===== src/rtl/arm_pkg.sv =====
// Shared definitions for the ARM-style register bank: widths, well-known
// register addresses and the operand-read FSM state encoding.
package arm_pkg;

  localparam int DATA_W = 32;
  localparam int NREGS  = 16;
  localparam int AW     = $clog2(NREGS);

  localparam logic [AW-1:0] REG_PC = 4'd15;
  localparam logic [AW-1:0] REG_LR = 4'd14;

  typedef enum logic [1:0] {
    IDLE  = 2'd0,
    CHECK = 2'd1,
    STALL = 2'd2
  } rdState_e;

endpackage


===== src/rtl/reg_scoreboard.sv =====
// Pending-write scoreboard: one busy bit per register. A lock (set) and a
// commit (clear) on the same register in the same cycle leaves the bit set,
// because the lock belongs to the newer instruction. The hazard output
// already accounts for a clear landing this cycle, so a reader may capture
// alongside the commit that releases its source.
module reg_scoreboard #(
  parameter int NREGS = 16,
  localparam int AW = $clog2(NREGS)
) (
  input  logic             clk,
  input  logic             reset,
  input  logic             setEn,
  input  logic [AW-1:0]    setAddr,
  input  logic             clrEn,
  input  logic [AW-1:0]    clrAddr,
  input  logic [AW-1:0]    addrA,
  input  logic [AW-1:0]    addrB,
  input  logic [AW-1:0]    addrC,
  output logic [NREGS-1:0] busy,
  output logic             hazard
);

  logic [NREGS-1:0] busyReg;
  logic [NREGS-1:0] busyNext;
  logic [NREGS-1:0] setHit;
  logic [NREGS-1:0] clrHit;
  logic [NREGS-1:0] pending;

  genvar gi;
  generate
    for (gi = 0; gi < NREGS; gi++) begin : gBusyBit
      assign setHit[gi]   = setEn && (setAddr == AW'(gi));
      assign clrHit[gi]   = clrEn && (clrAddr == AW'(gi));
      // Set beats clear: the re-locking instruction is the new owner.
      assign busyNext[gi] = setHit[gi] | (busyReg[gi] & ~clrHit[gi]);
    end
  endgenerate

  // Busy vector register.
  always_ff @(posedge clk or posedge reset) begin
    if (reset) begin
      busyReg <= '0;
    end else begin
      busyReg <= busyNext;
    end
  end

  // A register being committed this cycle is no longer a hazard.
  assign pending = busyReg & ~clrHit;
  assign hazard  = pending[addrA] | pending[addrB] | pending[addrC];
  assign busy    = busyReg;

endmodule


===== src/rtl/register_bank.sv =====
// Architectural register file: 16 GPRs (top register is the PC) plus CPSR.
// Writeback commits are applied every cycle they are offered; decode reads
// three operands through a small FSM that waits on the pending-write
// scoreboard and forwards a same-cycle commit into the captured operands.
module register_bank #(
  parameter int                DATA_W   = 32,
  parameter int                NREGS    = 16,
  parameter logic [DATA_W-1:0] PC_INC   = 32'd4,
  parameter logic [DATA_W-1:0] RESET_PC = 32'h0,
  localparam int AW = $clog2(NREGS)
) (
  input  logic              clk,
  input  logic              reset,
  input  logic              wbValid,
  output logic              wbReady,
  input  logic              wbRegWe,
  input  logic [AW-1:0]     wbAddr,
  input  logic [DATA_W-1:0] wbData,
  input  logic              wbCpsrWe,
  input  logic [DATA_W-1:0] wbCpsr,
  input  logic              rdReq,
  input  logic [AW-1:0]     rdAddrA,
  input  logic [AW-1:0]     rdAddrB,
  input  logic [AW-1:0]     rdAddrC,
  input  logic              rdLockWe,
  input  logic [AW-1:0]     rdLockAddr,
  output logic              rdAck,
  output logic [DATA_W-1:0] rdDataA,
  output logic [DATA_W-1:0] rdDataB,
  output logic [DATA_W-1:0] rdDataC,
  input  logic              pcIncr,
  output logic [DATA_W-1:0] pcOut,
  output logic [DATA_W-1:0] cpsrOut,
  output logic [NREGS-1:0]  busyOut
);

  import arm_pkg::*;

  localparam logic [AW-1:0] PC_ADDR = AW'(NREGS - 1);

  logic [DATA_W-1:0] regs [NREGS];
  logic [DATA_W-1:0] cpsrReg;
  logic [NREGS-1:0]  regWe;
  logic              wbCommit;
  logic              wbRegWrite;

  rdState_e          stateReg;
  rdState_e          stateNext;
  logic              capture;
  logic              hazard;
  logic              lockSet;
  logic [DATA_W-1:0] fwdA;
  logic [DATA_W-1:0] fwdB;
  logic [DATA_W-1:0] fwdC;

  // The bank always has room for a commit, so writeback never stalls.
  assign wbReady    = 1'b1;
  assign wbCommit   = wbValid & wbReady;
  assign wbRegWrite = wbCommit & wbRegWe;

  genvar gi;
  generate
    for (gi = 0; gi < NREGS; gi++) begin : gWeDecode
      assign regWe[gi] = wbRegWrite && (wbAddr == AW'(gi));
    end
  endgenerate

  // Register array; a commit to the PC takes priority over pcIncr.
  always_ff @(posedge clk or posedge reset) begin
    if (reset) begin
      for (int i = 0; i < NREGS; i++) begin
        regs[i] <= '0;
      end
      regs[PC_ADDR] <= RESET_PC;
    end else begin
      for (int i = 0; i < NREGS - 1; i++) begin
        if (regWe[i]) begin
          regs[i] <= wbData;
        end
      end
      if (regWe[PC_ADDR]) begin
        regs[PC_ADDR] <= wbData;
      end else if (pcIncr) begin
        regs[PC_ADDR] <= regs[PC_ADDR] + PC_INC;
      end
    end
  end

  // CPSR is written only by commits; it is not tracked by the scoreboard.
  always_ff @(posedge clk or posedge reset) begin
    if (reset) begin
      cpsrReg <= '0;
    end else if (wbCommit && wbCpsrWe) begin
      cpsrReg <= wbCpsr;
    end
  end

  assign pcOut   = regs[PC_ADDR];
  assign cpsrOut = cpsrReg;

  // Operand bypass: a commit landing in the capture cycle wins over the array.
  // The PC source sees a same-cycle commit but not a same-cycle pcIncr.
  assign fwdA = (wbRegWrite && (wbAddr == rdAddrA)) ? wbData : regs[rdAddrA];
  assign fwdB = (wbRegWrite && (wbAddr == rdAddrB)) ? wbData : regs[rdAddrB];
  assign fwdC = (wbRegWrite && (wbAddr == rdAddrC)) ? wbData : regs[rdAddrC];

  assign lockSet = capture & rdLockWe;

  reg_scoreboard #(
    .NREGS(NREGS)
  ) uScoreboard (
    .clk    (clk),
    .reset  (reset),
    .setEn  (lockSet),
    .setAddr(rdLockAddr),
    .clrEn  (wbCommit),
    .clrAddr(wbAddr),
    .addrA  (rdAddrA),
    .addrB  (rdAddrB),
    .addrC  (rdAddrC),
    .busy   (busyOut),
    .hazard (hazard)
  );

  // Read FSM state register.
  always_ff @(posedge clk or posedge reset) begin
    if (reset) begin
      stateReg <= IDLE;
    end else begin
      stateReg <= stateNext;
    end
  end

  // Read FSM next state: wait for all sources clear, then capture once.
  always_comb begin
    stateNext = stateReg;
    capture   = 1'b0;
    case (stateReg)
      IDLE: begin
        if (rdReq) begin
          stateNext = CHECK;
        end
      end
      CHECK, STALL: begin
        if (!rdReq) begin
          stateNext = IDLE;
        end else if (hazard) begin
          stateNext = STALL;
        end else begin
          capture   = 1'b1;
          stateNext = IDLE;
        end
      end
      default: begin
        stateNext = IDLE;
      end
    endcase
  end

  // Operand capture and the one-cycle acknowledge pulse.
  always_ff @(posedge clk or posedge reset) begin
    if (reset) begin
      rdAck   <= 1'b0;
      rdDataA <= '0;
      rdDataB <= '0;
      rdDataC <= '0;
    end else begin
      rdAck <= capture;
      if (capture) begin
        rdDataA <= fwdA;
        rdDataB <= fwdB;
        rdDataC <= fwdC;
      end
    end
  end

endmodule


===== config.mk =====
export PLATFORM = sky130hd
export DESIGN_NAME = register_bank
export DESIGN_NICKNAME = d
export VERILOG_FILES = /design/src/rtl/arm_pkg.sv /design/src/rtl/reg_scoreboard.sv /design/src/rtl/register_bank.sv
export SDC_FILE = /design/constraint.sdc
export NUM_CORES = 2
export LEC_CHECK = 0
export CORE_MARGIN = 2
export CORE_UTILIZATION = 55
export CTS_CLUSTER_DIAMETER = 120
export CTS_CLUSTER_SIZE = 40
export DETAILED_ROUTE_END_ITERATION = 16
export GPL_TIMING_DRIVEN = 0
export HOLD_SLACK_MARGIN = 0.1
export PLACE_DENSITY = 0.83
export SYNTH_ARGS = -nofsm -noshare
export SYNTH_HDL_FRONTEND = slang
export SYNTH_HIERARCHICAL = 1
export SYNTH_SLANG_ARGS = --single-unit

===== constraint.sdc =====
create_clock -name clk -period 44.2 [get_ports clk]
set_clock_uncertainty 0.1 [all_clocks]
set_input_delay 8.84 -clock clk [delete_from_list [all_inputs] [get_ports clk]]
set_output_delay 8.84 -clock clk [all_outputs]
set_load 0.05 [all_outputs]

**Cell classes on the final placement**

(2 px per um) Fill, decap, tap and diode cells in grey.
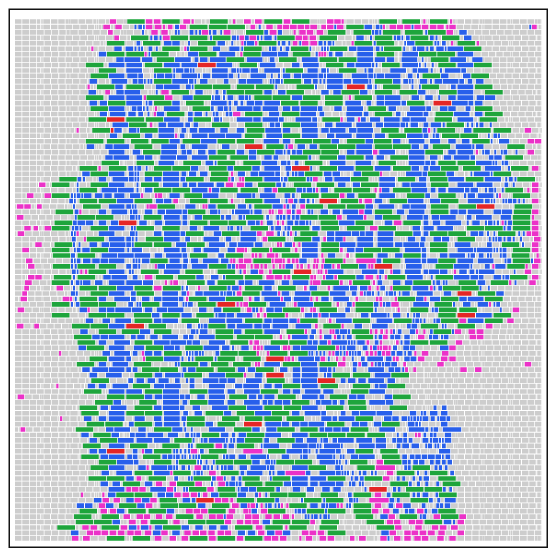
legend:
  red:
    class: clock drivers and dummy loads
    cells: 23
  magenta:
    class: remaining buffers and delay cells
    cells: 577
  green:
    class: sequential cells
    cells: 659
  blue:
    class: combinational and other logic
    cells: 1895

**Sequential cells grouped by signal name**

(2 px per um) Other sequential cells in the stronger grey, the rest of the logic in the fainter grey.
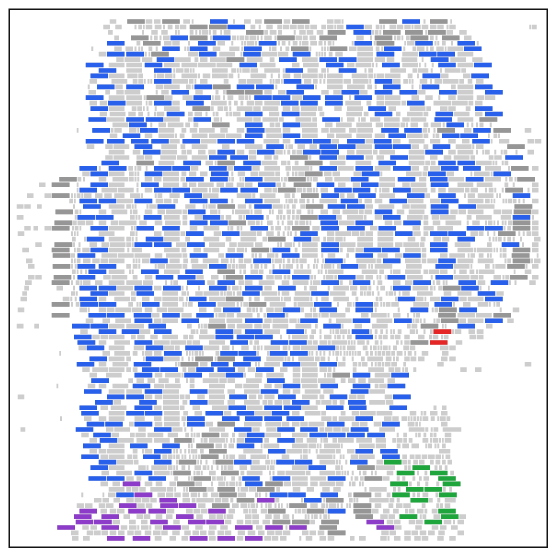
legend:
  red:
    signal: stateReg
    flops: 2
  purple:
    signal: cpsrOut
    flops: 32
  green:
    signal: uScoreboard/busy
    flops: 16
    where: south-east
  blue:
    signal: regs
    flops: 480
    where: all over the die

**PDN straps and rails**

(1.5 px per um) Pins as bars on the die edge.
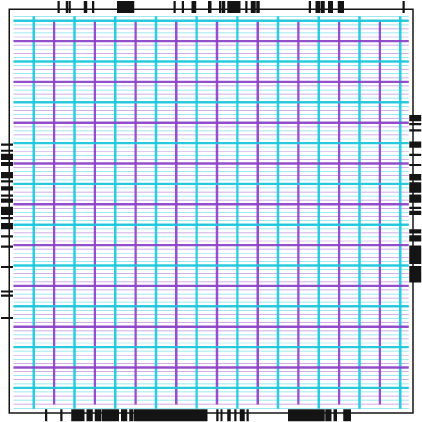
legend:
  purple:
    net: VDD
  cyan:
    net: VSS
met1 rails: 97
rows: 96
met4 straps: 19
signal pins: 270

==> summary.rpt <==
=== SYNTHESIS / PLACE & ROUTE SUMMARY ===
----------------------------------------------------
[Worst hold path]
  Number of cells on the worst hold path ........................ 1
  Worst min-delay path startpoint ........................ stateReg[0]

[Synthesis]
  Top cell area share ........................ between 40% and 50%
  Post-synthesis area per instance ........................ approximately 13 um2
  Cell types occupying the most area after synthesis ........................ dfrtp_1, mux4_2, mux2_2
  Synthesized net count ........................ around 3000
  Main flop type ........................ dfrtp_1

[Final timing]
  Headroom to the max-slew limit ........................ a little under a fifth
  Smallest setup slack after layout ........................ about 30 ns
  Worst hold margin ........................ 0.398 ns
  Fin Setup TNS ........................ 0 ns

[Clock tree]
  Inserted Clock Buffers ........................ 20
  Clk sinks ........................ between 600 and 700
  Cts-stage hold buffer count ........................ 0
  Clock latency reported for the late side of the worst-skew pair ........................ around 0.63 ns

[Routing]
  Routed Antenna Nets ........................ 0
  Highest metal layer with signal wires ........................ met5
  Drt drc ........................ 0
  Number of vias per cell ........................ 7.16

[Worst setup path]
  CP peak stage delay ........................ 0.86 ns
  Sequence of cells on the critical path ........................ clkdlybuf4s50_1 -> nand3_1 -> o21ai_0 -> mux2i_1 -> a311oi_1 -> nand4_1 -> a2111o_1 -> and3b_1 -> clkbuf_1 -> clkbuf_1 -> clkbuf_1 -> and2_1 -> or3b_2 -> o21ai_0

[Placed design]
  Number of input and output port buffers inserted ........................ ~230
  Total half-perimeter wirelength after legalization and detailed placement ........................ between 80000 and 90000 um

[Status]
  Run status ........................ finished, final reports clean

[Floorplanning]
  CORE AREA ........................ about 69000 um2
  Die width ........................ approximately 270 um
  Starting Density ........................ 55.8%

[Pwr]
  IR Drop Worst-Case VDD ........................ approximately 0.033 mV

----------------------------------------------------
**Track usage over the die**

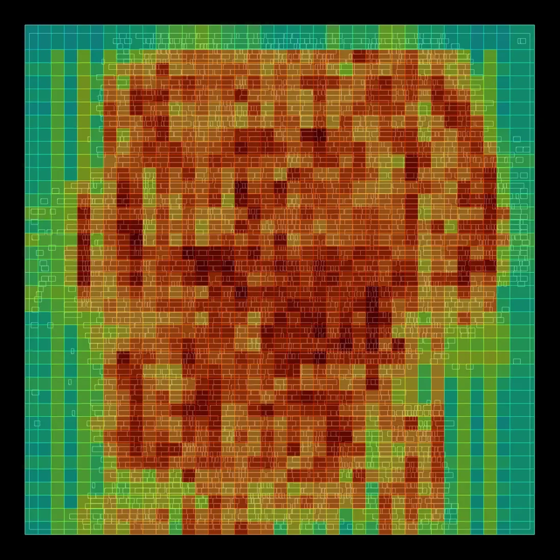
global routing's busiest layer: met2
GR Util met3: 14.0%
core utilization of the finished layout: 61.9%
total routing resource utilization after global routing: 35.9%
routed wirelength normalized by instance count: 31.4 um

**Routed clock nets over the placement**

(2 px per um)
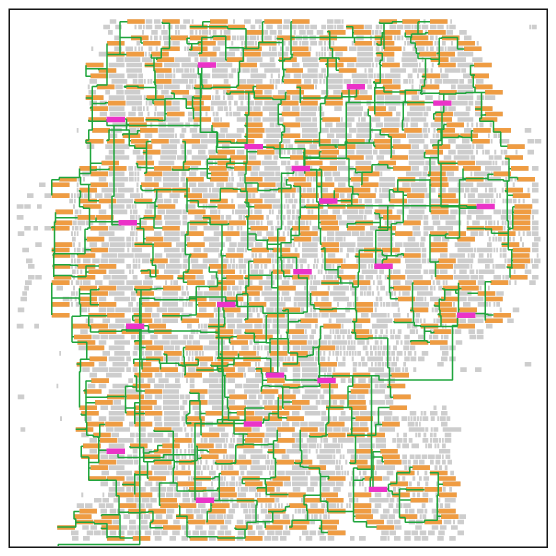
legend:
  magenta:
    item: clock drivers
    count: 20
  orange:
    item: flip-flops
    count: 659
  green:
    item: clock wires
    length: 7060 um
flops lie: all over the die

cells by family after synthesis:
kind of cell	after synthesis	share of synthesized area, %
xor+xnor	41	0.935
fa+ha+maj	2	0.0651
flops	659	42.9
compound gates	380	6.80
simple gates	552	6.14
buf+inv	349	4.60
mux	908	38.5
other cells	1	0.00976
how the worst max path moves through the flow:
stage,startpoint,end,slack [ns],cells past startpoint
after floorplan,reset,cpsrOut[0],17.25,1
after global placement,reset,rdDataC[15],10.04,2
after detailed placement,wbValid,uScoreboard/busy[1],29.58,14
after CTS,wbValid,uScoreboard/busy[1],30.22,14
after global routing,wbValid,uScoreboard/busy[2],30.02,14
final,wbValid,uScoreboard/busy[2],29.91,14
per-stage QoR:
stage,utilization [%],std cells,instance area (um2)
floorplan,-,2892,38400
global placement,60.9,4057,41900
detailed placement,61.1,4062,42100
CTS,61.9,4085,42600
global route,61.9,4088,42600
finish,61.9,4090,42600
layout make-up:
| class | count | share of cell area [%] |
|---|---|---|
| sequential | 659 | 38.7 |
| inverter | 11 | 0.114 |
| timing repair buffer | 239 | 5.82 |
| tap | 931 | 2.73 |
| clock buffer | 21 | 1.23 |
| buffer | 338 | 4.05 |
| clock inverter | 2 | 0.0587 |
| antenna | 5 | 0.0294 |
| multi-input combinational | 1884 | 47.3 |
metal layers:
layer	vias to the layer above	global-route usage (%)
met5	-	1.82
met3	545	14.0
met1	14800	46.1
li1	11500	-
met2	2416	52.5
met4	6	19.7
worst max-delay path: cells and delay by family:
family                 cells  cell delay [ns]
muxes                      1             0.16
buffers and inverters      4             2.66
and+or+nand+nor            5             1.44
AOI/OAI and AO/OA          4             1.61
registers in the layout, summed over array words and instances (netlist names):
register          count
rdDataC              32
rdDataB              32
regs                480
pcOut                32
uScoreboard/busy     16
cpsrOut              32
rdAck                 1
stateReg              2
rdDataA              32
report_power, final:
part | leakage (nW) | switching, mW | internal, mW | total [mW]
clock | 0.273 | 0.188 | 0.0879 | 0.276
combinational | 9.05 | 0.506 | 0.394 | 0.900
sequential | 8.28 | 0.150 | 0.752 | 0.902
total | 17.6 | 0.844 | 1.23 | 2.08
Yosys cell counts, types with 7 or more instances:
cell,instances
nand2b_1,8
nand4_1,13
clkbuf_1,140
mux4_2,385
o21ai_0,28
a22oi_1,192
mux2_2,444
nand2_1,304
dfrtp_1,659
buf_6,23
buf_1,59
buf_4,55
xnor2_1,17
buf_2,61
inv_1,10
xor2_1,24
nor2b_1,7
nor2_1,156
mux2i_1,7
a21oi_1,31
mux2_4,60
a31oi_1,98
nand3_1,21
mux2_1,11
No activity file was given, so power comes from the tool's default toggle rates.
